File: config.mk
export PLATFORM = sky130hd
export DESIGN_NAME = hazard_unit_flat
export DESIGN_NICKNAME = d
export VERILOG_FILES = /design/src/rtl/hazard_unit_pkg.sv /design/src/rtl/hazard_unit_if.sv /design/src/rtl/hazard_counter.sv /design/src/rtl/hazard_unit.sv /design/src/flat_wrapper.sv
export SDC_FILE = /design/constraint.sdc
export NUM_CORES = 1
export LEC_CHECK = 0
export CAP_MARGIN = 30
export CORE_UTILIZATION = 45
export DETAILED_ROUTE_END_ITERATION = 8
export PLACE_DENSITY_LB_ADDON = 0.05
export SETUP_SLACK_MARGIN = 0.05
export SYNTH_ARGS = -nofsm -noshare
export SYNTH_HDL_FRONTEND = slang
export SYNTH_SLANG_ARGS = --single-unit
File: constraint.sdc
create_clock -name CLK -period 4.5 [get_ports CLK]
set_input_delay 0.9 -clock CLK [delete_from_list [all_inputs] [get_ports CLK]]
set_output_delay 0.9 -clock CLK [all_outputs]
set_load 0.05 [all_outputs]
File: src/rtl/hazard_unit_pkg.sv
// hazard_unit_pkg: shared types and constants for the pipeline hazard unit.
//   word_t / regbits_t  : datapath word and register-index types
//   REGSEL_LOAD         : writeback-source code meaning "result comes from memory"
//   hazard_state_t      : hazard FSM states
//   RS_LSB / RT_LSB     : instruction field offsets, with rs_of / rt_of extractors
package hazard_unit_pkg;

  localparam int WORD_W = 32;
  localparam int REG_W  = 5;

  typedef logic [WORD_W-1:0] word_t;
  typedef logic [REG_W-1:0]  regbits_t;

  localparam logic [1:0] REGSEL_LOAD = 2'b01;

  localparam int RS_LSB = 21;
  localparam int RT_LSB = 16;

  typedef enum logic [1:0] {
    RUN       = 2'b00,
    LU_BUBBLE = 2'b01,
    DWAIT     = 2'b10
  } hazard_state_t;

  function automatic regbits_t rs_of(input word_t instr);
    return instr[RS_LSB +: REG_W];
  endfunction

  function automatic regbits_t rt_of(input word_t instr);
    return instr[RT_LSB +: REG_W];
  endfunction

endpackage

File: src/rtl/hazard_unit_if.sv
// hazard_unit_if: bundle of all hazard-unit inputs and outputs.
//   modport hu : seen from the hazard unit (pipeline status in, stall/flush/counters out)
//   modport tb : seen from the driver of the pipeline status (the opposite direction)
interface hazard_unit_if #(
  parameter int CNT_W = 32
);
  import hazard_unit_pkg::*;

  word_t       instru_de;
  logic        useRt_de;
  logic        isJr_de;
  regbits_t    regDst_ex;
  logic        regWr_ex;
  logic [1:0]  regSel_ex;
  logic        dREN_me;
  logic        dWEN_me;
  logic        dhit;
  logic        ihit;
  logic        redirect_ex;

  logic        stall_fe;
  logic        stall_de;
  logic        stall_ex;
  logic        stall_me;
  logic        flush_de;
  logic        flush_ex;
  logic        flush_me;
  logic        flush_wb;
  logic [CNT_W-1:0] stall_cnt;
  logic [CNT_W-1:0] flush_cnt;

  modport hu (
    input  instru_de, useRt_de, isJr_de, regDst_ex, regWr_ex, regSel_ex,
    input  dREN_me, dWEN_me, dhit, ihit, redirect_ex,
    output stall_fe, stall_de, stall_ex, stall_me,
    output flush_de, flush_ex, flush_me, flush_wb,
    output stall_cnt, flush_cnt
  );

  modport tb (
    output instru_de, useRt_de, isJr_de, regDst_ex, regWr_ex, regSel_ex,
    output dREN_me, dWEN_me, dhit, ihit, redirect_ex,
    input  stall_fe, stall_de, stall_ex, stall_me,
    input  flush_de, flush_ex, flush_me, flush_wb,
    input  stall_cnt, flush_cnt
  );

endinterface

File: src/rtl/hazard_counter.sv
// hazard_counter: CNT_W-bit event counter that wraps modulo 2^CNT_W.
//   clk_i   : clock
//   rst_i   : synchronous active-high clear
//   en_i    : count this cycle
//   count_o : registered count
module hazard_counter #(
  parameter int CNT_W = 32
) (
  input  logic             clk_i,
  input  logic             rst_i,
  input  logic             en_i,
  output logic [CNT_W-1:0] count_o
);

  logic [CNT_W-1:0] count_q;
  logic [CNT_W-1:0] count_d;

  // Next count: increment when enabled, natural overflow gives the wrap.
  always_comb begin
    count_d = count_q;
    if (en_i) begin
      count_d = count_q + {{(CNT_W-1){1'b0}}, 1'b1};
    end else begin
      count_d = count_q;
    end
  end

  // Count register with synchronous clear.
  always_ff @(posedge clk_i) begin
    if (rst_i) begin
      count_q <= '0;
    end else begin
      count_q <= count_d;
    end
  end

  assign count_o = count_q;

endmodule

File: src/rtl/hazard_unit.sv
// hazard_unit: stall/flush control for the 5-stage pipeline, covering the
// hazards forwarding cannot resolve.
//   CLK  : clock
//   RST  : synchronous active-high reset (all flushes asserted while high)
//   hif  : hazard_unit_if.hu -- pipeline status in; stall_*/flush_* and the
//          stall-cycle / redirect-flush counters out
// Stall/flush outputs are combinational from state and inputs so they act in
// the same cycle; the FSM state and counters are registered.
module hazard_unit
  import hazard_unit_pkg::*;
#(
  parameter int CNT_W = 32
) (
  input  logic        CLK,
  input  logic        RST,
  hazard_unit_if.hu   hif
);

  hazard_state_t state_q;
  hazard_state_t state_d;

  regbits_t rs_de_s;
  regbits_t rt_de_s;
  logic     load_ex_s;
  logic     lu_haz_s;
  logic     mem_wait_s;
  logic     lu_mask_s;
  logic     redirect_take_s;
  logic     any_stall_s;

  logic stall_fe_s, stall_de_s, stall_ex_s, stall_me_s;
  logic flush_de_s, flush_ex_s, flush_me_s, flush_wb_s;

  assign rs_de_s = rs_of(hif.instru_de);
  assign rt_de_s = rt_of(hif.instru_de);

  // A jr consumes rs in fetch, so the rs compare already covers isJr_de.
  assign load_ex_s  = hif.regWr_ex && (hif.regSel_ex == REGSEL_LOAD) &&
                      (hif.regDst_ex != 5'd0);
  assign lu_haz_s   = load_ex_s && ((hif.regDst_ex == rs_de_s) ||
                                    (hif.useRt_de && (hif.regDst_ex == rt_de_s)));
  assign mem_wait_s = (hif.dREN_me || hif.dWEN_me) && !hif.dhit;

  // Load-use is masked for the cycle after its bubble: execute holds the bubble.
  always_comb begin
    lu_mask_s = 1'b0;
    case (state_q)
      LU_BUBBLE: lu_mask_s = 1'b1;
      RUN:       lu_mask_s = 1'b0;
      DWAIT:     lu_mask_s = 1'b0;
      default:   lu_mask_s = 1'b0;
    endcase
  end

  // Next state and stall/flush outputs; priority memWait > redirect > luHaz > !ihit.
  always_comb begin
    state_d         = state_q;
    stall_fe_s      = 1'b0;
    stall_de_s      = 1'b0;
    stall_ex_s      = 1'b0;
    stall_me_s      = 1'b0;
    flush_de_s      = 1'b0;
    flush_ex_s      = 1'b0;
    flush_me_s      = 1'b0;
    flush_wb_s      = 1'b0;
    redirect_take_s = 1'b0;
    if (RST) begin
      flush_de_s = 1'b1;
      flush_ex_s = 1'b1;
      flush_me_s = 1'b1;
      flush_wb_s = 1'b1;
      state_d    = RUN;
    end else if (mem_wait_s) begin
      // Freeze the whole pipe; writeback gets a bubble so nothing retires twice.
      stall_fe_s = 1'b1;
      stall_de_s = 1'b1;
      stall_ex_s = 1'b1;
      stall_me_s = 1'b1;
      flush_wb_s = 1'b1;
      state_d    = DWAIT;
    end else begin
      state_d = RUN;
      if (hif.redirect_ex) begin
        flush_de_s      = 1'b1;
        flush_ex_s      = 1'b1;
        redirect_take_s = 1'b1;
      end else if (lu_haz_s && !lu_mask_s) begin
        stall_fe_s = 1'b1;
        stall_de_s = 1'b1;
        flush_ex_s = 1'b1;
        state_d    = LU_BUBBLE;
      end else if (!hif.ihit) begin
        stall_fe_s = 1'b1;
        flush_de_s = 1'b1;
      end else begin
        state_d = RUN;
      end
    end
  end

  // FSM state register.
  always_ff @(posedge CLK) begin
    if (RST) begin
      state_q <= RUN;
    end else begin
      state_q <= state_d;
    end
  end

  assign any_stall_s = stall_fe_s || stall_de_s || stall_ex_s || stall_me_s;

  hazard_counter #(.CNT_W(CNT_W)) u_stall_cnt (
    .clk_i   (CLK),
    .rst_i   (RST),
    .en_i    (any_stall_s),
    .count_o (hif.stall_cnt)
  );

  hazard_counter #(.CNT_W(CNT_W)) u_flush_cnt (
    .clk_i   (CLK),
    .rst_i   (RST),
    .en_i    (redirect_take_s),
    .count_o (hif.flush_cnt)
  );

  assign hif.stall_fe = stall_fe_s;
  assign hif.stall_de = stall_de_s;
  assign hif.stall_ex = stall_ex_s;
  assign hif.stall_me = stall_me_s;
  assign hif.flush_de = flush_de_s;
  assign hif.flush_ex = flush_ex_s;
  assign hif.flush_me = flush_me_s;
  assign hif.flush_wb = flush_wb_s;

endmodule

File: src/flat_wrapper.sv
// flat-port wrapper written by rule: the top's interface ports become plain ports
module hazard_unit_flat import hazard_unit_pkg::*;
#(
  parameter int CNT_W = 32
)
  (CLK, RST, hif_instru_de, hif_useRt_de, hif_isJr_de, hif_regDst_ex, hif_regWr_ex, hif_regSel_ex, hif_dREN_me, hif_dWEN_me, hif_dhit, hif_ihit, hif_redirect_ex, hif_stall_fe, hif_stall_de, hif_stall_ex, hif_stall_me, hif_flush_de, hif_flush_ex, hif_flush_me, hif_flush_wb, hif_stall_cnt, hif_flush_cnt);
  hazard_unit_if #(.CNT_W(CNT_W)) hif_i ();
  input  logic CLK;
  input  logic RST;
  input wire logic [$bits(hif_i.instru_de)-1:0] hif_instru_de;
  input wire logic [$bits(hif_i.useRt_de)-1:0] hif_useRt_de;
  input wire logic [$bits(hif_i.isJr_de)-1:0] hif_isJr_de;
  input wire logic [$bits(hif_i.regDst_ex)-1:0] hif_regDst_ex;
  input wire logic [$bits(hif_i.regWr_ex)-1:0] hif_regWr_ex;
  input wire logic [$bits(hif_i.regSel_ex)-1:0] hif_regSel_ex;
  input wire logic [$bits(hif_i.dREN_me)-1:0] hif_dREN_me;
  input wire logic [$bits(hif_i.dWEN_me)-1:0] hif_dWEN_me;
  input wire logic [$bits(hif_i.dhit)-1:0] hif_dhit;
  input wire logic [$bits(hif_i.ihit)-1:0] hif_ihit;
  input wire logic [$bits(hif_i.redirect_ex)-1:0] hif_redirect_ex;
  output wire logic [$bits(hif_i.stall_fe)-1:0] hif_stall_fe;
  output wire logic [$bits(hif_i.stall_de)-1:0] hif_stall_de;
  output wire logic [$bits(hif_i.stall_ex)-1:0] hif_stall_ex;
  output wire logic [$bits(hif_i.stall_me)-1:0] hif_stall_me;
  output wire logic [$bits(hif_i.flush_de)-1:0] hif_flush_de;
  output wire logic [$bits(hif_i.flush_ex)-1:0] hif_flush_ex;
  output wire logic [$bits(hif_i.flush_me)-1:0] hif_flush_me;
  output wire logic [$bits(hif_i.flush_wb)-1:0] hif_flush_wb;
  output wire logic [$bits(hif_i.stall_cnt)-1:0] hif_stall_cnt;
  output wire logic [$bits(hif_i.flush_cnt)-1:0] hif_flush_cnt;
  assign hif_i.instru_de = hif_instru_de;
  assign hif_i.useRt_de = hif_useRt_de;
  assign hif_i.isJr_de = hif_isJr_de;
  assign hif_i.regDst_ex = hif_regDst_ex;
  assign hif_i.regWr_ex = hif_regWr_ex;
  assign hif_i.regSel_ex = hif_regSel_ex;
  assign hif_i.dREN_me = hif_dREN_me;
  assign hif_i.dWEN_me = hif_dWEN_me;
  assign hif_i.dhit = hif_dhit;
  assign hif_i.ihit = hif_ihit;
  assign hif_i.redirect_ex = hif_redirect_ex;
  assign hif_stall_fe = hif_i.stall_fe;
  assign hif_stall_de = hif_i.stall_de;
  assign hif_stall_ex = hif_i.stall_ex;
  assign hif_stall_me = hif_i.stall_me;
  assign hif_flush_de = hif_i.flush_de;
  assign hif_flush_ex = hif_i.flush_ex;
  assign hif_flush_me = hif_i.flush_me;
  assign hif_flush_wb = hif_i.flush_wb;
  assign hif_stall_cnt = hif_i.stall_cnt;
  assign hif_flush_cnt = hif_i.flush_cnt;
  hazard_unit #(.CNT_W(CNT_W)) u_core (.CLK(CLK), .RST(RST), .hif(hif_i));
endmodule
**Signal wires on met1**

Scale bar: 20 um. Supply wires on this layer in grey.
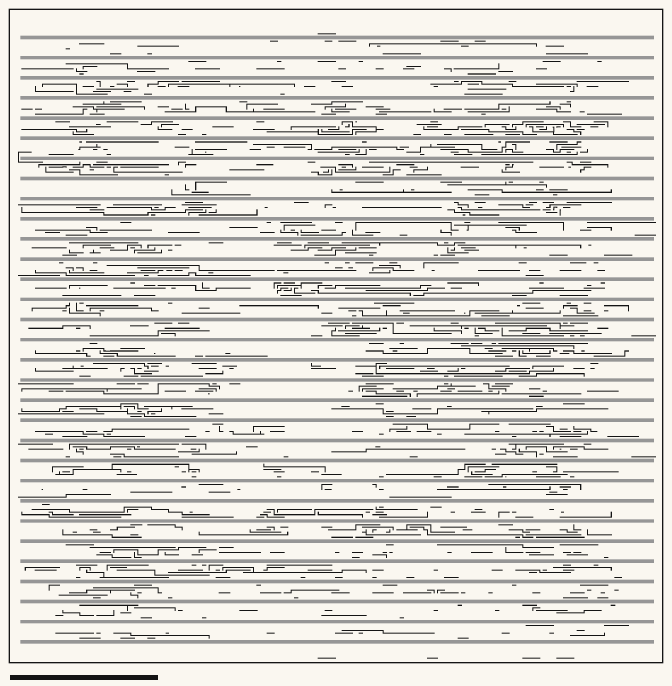
nets with wire on the layer: 456
wire length on this layer: 3570 um
longest straight run: 22.5 um

**The metal 2 layer**

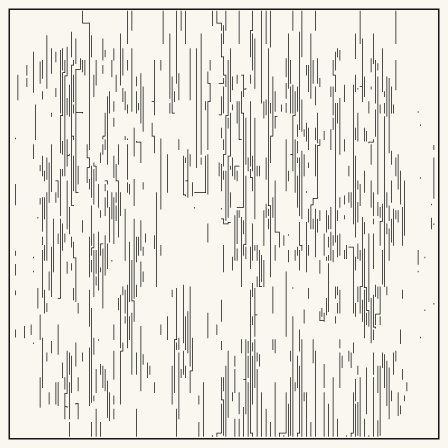
wire length on this layer: 3730 um
share of all routed wire: 49%

==> results.py <==
# Metrics from the implementation run
metrics = {
    "timing": {
        "slew_viol_final": 0,
        "finalWorstSetupSlack_ps": 433.6,
        "timing.final.crit_share_pct": 90.36,
        "hold_violations": 0,
        "slew_headroom_pct": 57.91,
        "setup_tns_ps": 0,
        "setup-violations-final": 0,
        "period_minus_slack_ps": 4066,
        "clock.fmax_mhz": 245.9,
        "tightest_slew_ps": 631.4,
    },
    "setup_path": {
        "timing.rr.end": "u_core.u_stall_cnt.count_o[31]",
        "critPathKind": "input port to output port",
        "r2r_setup_slack_ps": 2390,
        "arrival_ps": 3170,
        "reg2reg_depth": 6,
        "reg2reg_from": "u_core.u_stall_cnt.count_o[9]",
        "required_ps": 3600,
    },
    "cts": {
        "postCtsHoldBufs": 0,
        "post_cts_buffers": 0,
        "clkTransAtPathRegs_ps": 70,
        "cts_root_buf": "clkbuf_8",
        "cts_max_path_buffers": 2,
        "cts_sinks": 66,
        "cts_tree": "built",
    },
    "floorplan": {
        "io_pins": 121,
        "core-area_um2": 6982,
        "die_w_um": 88.03,
        "die_h_um": 88.03,
        "chip_area_um2": 7749,
    },
    "synth": {
        "yosysTopAreaCellShare_pct": 39.67,
        "synth_top_cell_by_count": "dfxtp_1",
        "topCellsByArea": "dfxtp_1 (40%), xnor2_1 (7.6%), a21oi_1 (5.6%)",
        "async_flop_share_pct": 0,
        "synth_flops": 66,
        "yosysCellCount": 401,
        "netlist.top_cell.by_area": "dfxtp_1",
        "yosys_area_um2": 3331,
        "floorplan.nets": 452,
        "ys_seq_share_pct": 39.67,
        "ys_warn_count": 0,
        "ys_top_cells_by_count": "dfxtp_1 (66), nor2_1 (38), a21oi_1 (37), xnor2_1 (29)",
    },
    "detailed_routing": {
        "drc": 0,
        "vias": 3110,
        "detail_route.first_pass.iterations": 4,
        "initialDrtViolationCount": 120,
        "wirelength_mm": 7.614,
        "avgViaCountPerCell": 5.280,
        "post_drt_wl_per_cell_um": 12.93,
    },
    "global_routing": {
        "grt_antenna_before_repair": 0,
        "gr-total-overflow": 0,
        "grt_usage_pct": 20.12,
        "grt_pass1_vias": 2725,
        "grt_pass1_wl_mm": 12.29,
    },
    "job": {
        "drv_cap": 0,
        "warnings": 49,
    },
    "power_and_ir_drop": {
        "power.share.clock_pct": 37.4,
        "seq_power_share_pct": 52.6,
        "p_int_w": 0.0008402,
        "power_switching_w": 0.0002823,
        "p_per_area_nw_per_um2": 251.7,
        "switching_share_pct": 25.15,
    },
    "worst_hold_path": {
        "whs_endpoint": "u_core.u_stall_cnt.count_o[31]",
        "holdPathStages": 2,
    },
    "placement": {
        "pre_cts_ws_ps": 430.4,
        "gp_congestion": 0.7800,
        "portBuffers": 97,
        "dp_hpwl_mm": 5.337,
        "placed_cells": 575,
    },
    "layout": {
        "final_util_pct": 63.87,
        "drive_above_1_share_pct": 6.694,
        "areaGrowthSynthToFinish_pct": 33.88,
    },
    "status": {
        "status": "finished, final reports clean",
    },
}
[worst max-delay path by stage]
stage	startpoint	endpoint	slack, ps	depth (start not counted)
2_1_floorplan	hif_dhit	hif_stall_fe	860	6
3_3_place_gp	hif_regDst_ex[2]	hif_flush_ex	450	7
3_5_place_dp	hif_regDst_ex[0]	hif_flush_ex	430	7
4_1_cts	hif_regDst_ex[0]	hif_flush_ex	420	7
5_1_grt	hif_regDst_ex[2]	hif_flush_ex	280	7
6_report	hif_regDst_ex[0]	hif_flush_ex	430	7
[per-layer routing]
layer | track usage, % | part of all wire, % | up-vias
met1 | 25.01 | 47 | 1450
li1 | - | - | 1594
met2 | 34.88 | 49 | 54
met3 | 3.205 | 2.9 | 12
met4 | 7.918 | 1.3 | 0
met5 | 0 | 0 | -
[power groups by stage]
stage	clock network, W	logic, W	registers, W
2_1_floorplan	0	0.0000637	0.000613
3_3_place_gp	0	0.000112	0.000604
3_5_place_dp	0	0.000113	0.000604
4_1_cts	0.000434	0.000113	0.000590
5_1_grt	0.000460	0.000120	0.000591
6_report	0.000420	0.000112	0.000590
[critical path: stages]
cell and delay, ps:
clkdlybuf4s50_1 540, xnor2_1 140, nand4_1 130, o22ai_1 310, nand2_1 150, a21oi_1 180, clkdlybuf4s50_1 820
[cells by family after synthesis]
kind of cell,Yosys count,synth area share [%]
adders and majority gates,2,0.7512
muxes,2,0.6386
and+or+nand+nor,187,31.33
DFF,66,39.67
AOI/OAI and AO/OA,76,12.96
buffers and inverters,31,4.921
xor gates and xnor gates,37,9.730
[registers in the layout, summed over array words and instances, names as in the netlist]
register                    count
u_core.state_q                  2
u_core.u_stall_cnt.count_o     32
u_core.u_flush_cnt.count_o     32
[placed cells by master, fill, tap and decap left out, types with 2 or more instances in the layout]
cell type	instances
xor2_1	8
and2_1	8
clkbuf_8	10
o31ai_1	9
or2_2	2
clkdlybuf4s50_1	94
nor4_1	2
and4_1	3
or3_1	27
nand2b_1	3
nor3_1	9
inv_1	10
and3_1	8
nand3_1	18
o21ai_0	25
or4_1	9
ha_1	2
buf_4	4
nand2_1	27
nor2_1	38
nor3_2	6
nor2b_1	4
a21oi_1	37
dfxtp_1	66
nand3b_1	2
clkinv_2	2
nand4_1	14
xnor2_1	29
[cell type report]
class | count | area (um2)
clock buffer | 11 | 141.4
clock inverter | 3 | 17.52
fill | 650 | 2522
inverter | 10 | 37.54
multi-input combinational | 304 | 1846
sequential | 66 | 1321
tap | 96 | 120.1
timing repair buffer | 99 | 975.9
[stage by stage]
step                power [W]  hold slack [ps]  area, um2
global placement    0.0007160            460.7       4300
floorplan           0.0006767            704.4       3331
CTS                  0.001138            499.9       4459
finish               0.001122            499.2       4459
global route         0.001171            514.7       4459
detailed placement  0.0007167            490.3       4300
Power and IR drop assume default switching activity.
